**src/rtl/led_strip_pkg.sv**
```systemverilog
// led_strip_pkg: shared state encoding and default WS2812 timing for the LED strip refresh path.
package led_strip_pkg;
  typedef enum logic [1:0] {IDLE, FETCH, SEND, GAP} state_t;
  localparam int DEF_NUM_LEDS = 50;
  localparam int DEF_T0H = 20;
  localparam int DEF_T1H = 40;
  localparam int DEF_TBIT = 62;
  localparam int DEF_TRESET = 3000;
endpackage

```
**src/rtl/ws2812_bit_encoder.sv**
```systemverilog
// ws2812_bit_encoder: one WS2812 bit per start pulse, high T0H/T1H cycles then low to TBIT total.
module ws2812_bit_encoder
  import led_strip_pkg::*;
#(
  parameter int T0H = DEF_T0H,
  parameter int T1H = DEF_T1H,
  parameter int TBIT = DEF_TBIT
) (
  input  logic clk,
  input  logic reset,
  input  logic start,
  input  logic bit_val,
  output logic data_out,
  output logic done
);
  localparam int CW = TBIT > 1 ? $clog2(TBIT) : 1;
  logic [CW-1:0] cnt, hi;
  logic active;
  // done marks the final low cycle, so a start on that edge keeps bits gap-free
  assign done = active && cnt == CW'(TBIT - 1);
  always_ff @(posedge clk or posedge reset)
    if (reset) begin
      cnt <= '0;
      hi <= '0;
      active <= 1'b0;
      data_out <= 1'b0;
    end else if (start) begin
      cnt <= '0;
      hi <= bit_val ? CW'(T1H) : CW'(T0H);
      active <= 1'b1;
      data_out <= 1'b1;
    end else if (active) begin
      if (done) begin
        active <= 1'b0;
        data_out <= 1'b0;
      end else begin
        cnt <= cnt + 1'b1;
        data_out <= cnt + 1'b1 < hi;
      end
    end
endmodule

```
**src/rtl/led_strip_refresh_controller.sv**
```systemverilog
// led_strip_refresh_controller: on activity, streams NUM_LEDS GRB colours to a WS2812 strip then holds the latch gap.
module led_strip_refresh_controller
  import led_strip_pkg::*;
#(
  parameter int NUM_LEDS = DEF_NUM_LEDS,
  parameter int T0H = DEF_T0H,
  parameter int T1H = DEF_T1H,
  parameter int TBIT = DEF_TBIT,
  parameter int TRESET = DEF_TRESET
) (
  input  logic        clk,
  input  logic        reset,
  input  logic        activity,
  input  logic [23:0] color,
  output logic [7:0]  led_index,
  output logic        data_out,
  output logic        busy
);
  localparam int GW = TRESET > 1 ? $clog2(TRESET) : 1;
  localparam logic [7:0] LAST = 8'(NUM_LEDS - 1);
  state_t state;
  logic pending, bit_start, bit_val, bit_done;
  logic [4:0] bit_cnt;
  logic [23:0] shreg;
  logic [GW-1:0] gap_cnt;
  always_comb begin
    bit_start = state == FETCH || (state == SEND && bit_done && bit_cnt != 5'd0);
    bit_val = state == FETCH ? color[23] : shreg[22];
  end
  ws2812_bit_encoder #(.T0H(T0H), .T1H(T1H), .TBIT(TBIT)) u_enc (
    .clk(clk),
    .reset(reset),
    .start(bit_start),
    .bit_val(bit_val),
    .data_out(data_out),
    .done(bit_done)
  );
  always_ff @(posedge clk or posedge reset)
    if (reset) begin
      state <= IDLE;
      busy <= 1'b0;
      led_index <= '0;
      pending <= 1'b0;
      bit_cnt <= '0;
      shreg <= '0;
      gap_cnt <= '0;
    end else begin
      if (activity && state != IDLE) pending <= 1'b1;
      case (state)
        IDLE:
          if (activity) begin
            state <= FETCH;
            busy <= 1'b1;
            led_index <= '0;
          end
        FETCH: begin
          shreg <= color;
          bit_cnt <= 5'd23;
          state <= SEND;
        end
        SEND:
          if (bit_done) begin
            if (bit_cnt != 5'd0) begin
              bit_cnt <= bit_cnt - 5'd1;
              shreg <= {shreg[22:0], 1'b0};
            end else if (led_index == LAST) begin
              state <= GAP;
              gap_cnt <= '0;
            end else begin
              led_index <= led_index + 8'd1;
              state <= FETCH;
            end
          end
        GAP:
          if (gap_cnt == GW'(TRESET - 1)) begin
            // a request landing on this very edge counts as pending
            led_index <= '0;
            pending <= 1'b0;
            state <= pending || activity ? FETCH : IDLE;
            busy <= pending || activity;
          end else gap_cnt <= gap_cnt + 1'b1;
        default: state <= IDLE;
      endcase
    end
endmodule
```
**config.mk**
```make
export PLATFORM = sky130hd
export DESIGN_NAME = led_strip_refresh_controller
export DESIGN_NICKNAME = d
export VERILOG_FILES = /design/src/rtl/led_strip_pkg.sv /design/src/rtl/ws2812_bit_encoder.sv /design/src/rtl/led_strip_refresh_controller.sv
export SDC_FILE = /design/constraint.sdc
export NUM_CORES = 1
export LEC_CHECK = 0
export ABC_AREA = 1
export CORE_ASPECT_RATIO = 1.75
export CORE_UTILIZATION = 55
export CTS_CLUSTER_SIZE = 30
export DETAILED_ROUTE_END_ITERATION = 6
export GPL_ROUTABILITY_DRIVEN = 1
export GPL_TIMING_DRIVEN = 0
export PLACE_DENSITY = 0.81
export SLEW_MARGIN = 20
export SYNTH_ARGS = -nofsm -noshare
export SYNTH_HDL_FRONTEND = slang
export SYNTH_SLANG_ARGS = --single-unit
export TNS_END_PERCENT = 100
```
**constraint.sdc**
```tcl
create_clock -name clk -period 5.19 [get_ports clk]
set_input_delay 1.557 -clock clk [delete_from_list [all_inputs] [get_ports clk]]
set_output_delay 1.557 -clock clk [all_outputs]
set_load 0.02 [all_outputs]
```
Figure 1. Clock nets (run 1).
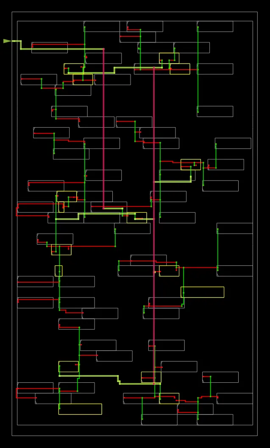
clock-net power: 497 uW
clock tree buffer count of the final layout: 13
clock sink count: 62
flop count: 62

Figure 2. Clock distribution (run 1).
The bar under the picture is 20 microns long.
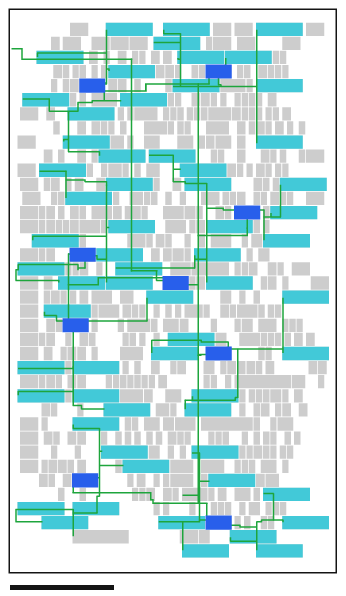
[blue] clock-net drivers | count: 9
[cyan] flip-flops | count: 62
[green] clock wires | length: 846 microns
routed clock nets: 10

Figure 3. Sequential cells colored by netlist name (run 1).
Other sequential cells in the stronger gray, the rest of the logic in the fainter gray.
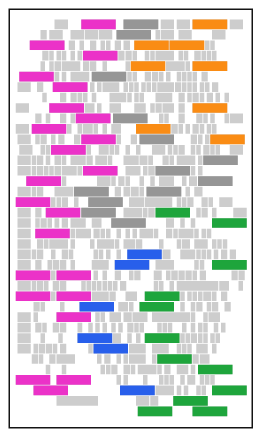
| color | name in the netlist | flops |
|---|---|---|
| orange | led_index | 8 |
| green | gap_cnt | 12 |
| blue | u_enc.cnt | 6 |
| magenta | shreg | 23 |

==> CHANGELOG.md, run 1 <==
### Metrics

- Status: finished, final reports clean
- Largest power group: combinational cells
- CP Capture Point: led_index[2]
- Fmax achieved: between 300 and 400 MHz
- Synth-to-layout area growth: 20.34%
- Grt met3 use: 0.05802
- Longest Clk Path Bufs: 2
- Clock Skews: just under 0.009 ns
- Largest net degree at the start of global routing: between 50 and 60
- GPL Wtd Cong: 0.8486
- Fraction of area in registers: 0.3620
- Yosys chip area: between 3000 and 4000 sq um
- Top cells, area: dfrtp_1 44%, nand2_1 16%, inv_1 6.4%, o21ai_0 6.0%, nor2_1 4.3%
- Worst Setup Start Kind: flop
- FF-to-FF Start: gap_cnt[0]$_DFFE_PP0P_
- Mapped Cells: between 400 and 500
- Comb area leader: simple AND/OR/NAND/NOR gates
- Hpwl dp: between 5000 and 6000 microns
- Fin nets: about 570
- Most common cell in the synthesized netlist: nand2_1
- Worst rel slew slack: 0.7360
- Seq group: approximately 750 uW
- Top cells by count: 153 x nand2_1, 62 x dfrtp_1, 61 x inv_1, 43 x o21ai_0, 41 x nor2_1
- # diodes: 0
- Met1 wire length: roughly 3000 microns
- # DRC: 0
- Busiest grt layer: met2
- Tool Warnings: 29
- Xor/xnor share: 0.02214
- Sequential cell area: around 1600 sq um
- Yosys warns: 0
- Clk tree area frac: 0.05460
- Least-Margin Pin Slew: about 0.40 ns
- Slew Viols, Final: 0
- Vert. Die Dim: 108.4 microns
- Total Wirelength: between 7000 and 8000 microns
==> run 2: changes to the inputs <==
==> constraint.sdc (replaced) <==
create_clock -name clk -period 2.78 [get_ports clk]
set_input_delay 0.834 -clock clk [delete_from_list [all_inputs] [get_ports clk]]
set_output_delay 0.834 -clock clk [all_outputs]
set_load 0.02 [all_outputs]
Figure 4. Sequential cells colored by netlist name (run 2).
Other sequential cells in the stronger gray, the rest of the logic in the fainter gray.
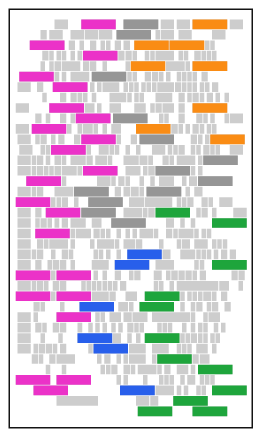
| color | name in the netlist | flops |
|---|---|---|
| magenta | shreg | 23 |
| green | gap_cnt | 12 |
| orange | led_index | 8 |
| blue | u_enc.cnt | 6 |
not colored: 13
fraction of area in registers: 0.3620
Seq group: 1410 uW
sequential cell area: 1551 sq um
final core occ: 0.6880

Figure 5. Ports around the boundary (run 2).
Pins as bars across the die edge, other pins in gray.
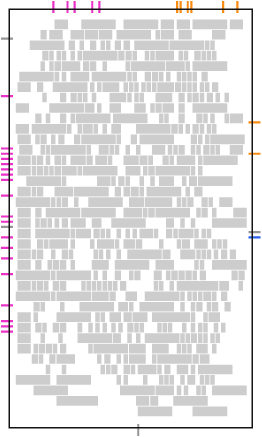
| color | port | pins | direction | edge |
|---|---|---|---|---|
| magenta | color | 24 | input | 19 left, 5 top |
| blue | busy | 1 | output | right |
| orange | led_index | 8 | output | 6 top, 2 right |
all pins by edge: 21 left, 11 top, 4 right, 1 bottom
PortBufs: 36
Vert. Die Dim: 108.4 microns
die x size: 62.83 microns

==> run 2 against run 1 <==
Against the previous run: core utilization unchanged; combinational power grew 86%; global-route usage is the same; sequential share of layout area unchanged; routed wire length did not move.
==> CHANGELOG.md, run 2 <==
### Metrics

- Status: finished, final reports clean
- Largest power group: combinational cells
- Slack of the critical path: a little over 0.5 ns
- Mapped Cells: ~480
- Hold_buf cts: 0
- Sequential power share: 0.333
- Flop count: 62
- Xor/xnor share: 0.02214
- Longest Clk Path Bufs: 2
- Yosys chip area: 3561 sq um
- Clock-net power: 928 uW
- Routed Antenna Nets: 0
- Comb area leader: simple AND/OR/NAND/NOR gates
- Fp util: 0.5717
- Tool Warnings: 29
- Final min period: between 2 and 2.5 ns
- Post-synth EDFFs: 0
- Clock Skews: between 0.008 and 0.009 ns
- Total Wirelength: 7586 microns
- # diodes: 0
- Top cells by count: 153 x nand2_1, 62 x dfrtp_1, 61 x inv_1, 43 x o21ai_0, 41 x nor2_1
- Largest cell class by area: multi-input combinational cells
- Worst rel slew slack: 0.7360
- Yosys warns: 0
- Largest net degree at the start of global routing: a little under 60
- # DRC: 0
- Least-Margin Pin Slew: just under 0.4 ns
- Synth-to-layout area growth: 20.34%
- GPL Wtd Cong: between 0.8 and 0.9
- Clock tree buffer count of the final layout: 13
- Switch Pwr: ~1700 uW
- Hpwl dp: 5581 microns
- Met1 wire length: 3018 microns
- Busiest grt layer: met2
- FF-to-FF Start: gap_cnt[0]$_DFFE_PP0P_
- Clk tree area frac: 0.05460
- Clock sink count: just over 60
- Grt met3 use: 0.05802
- Worst r2r path cells: 9
- Worst Setup Start Kind: flop
Power and IR drop assume default switching activity.
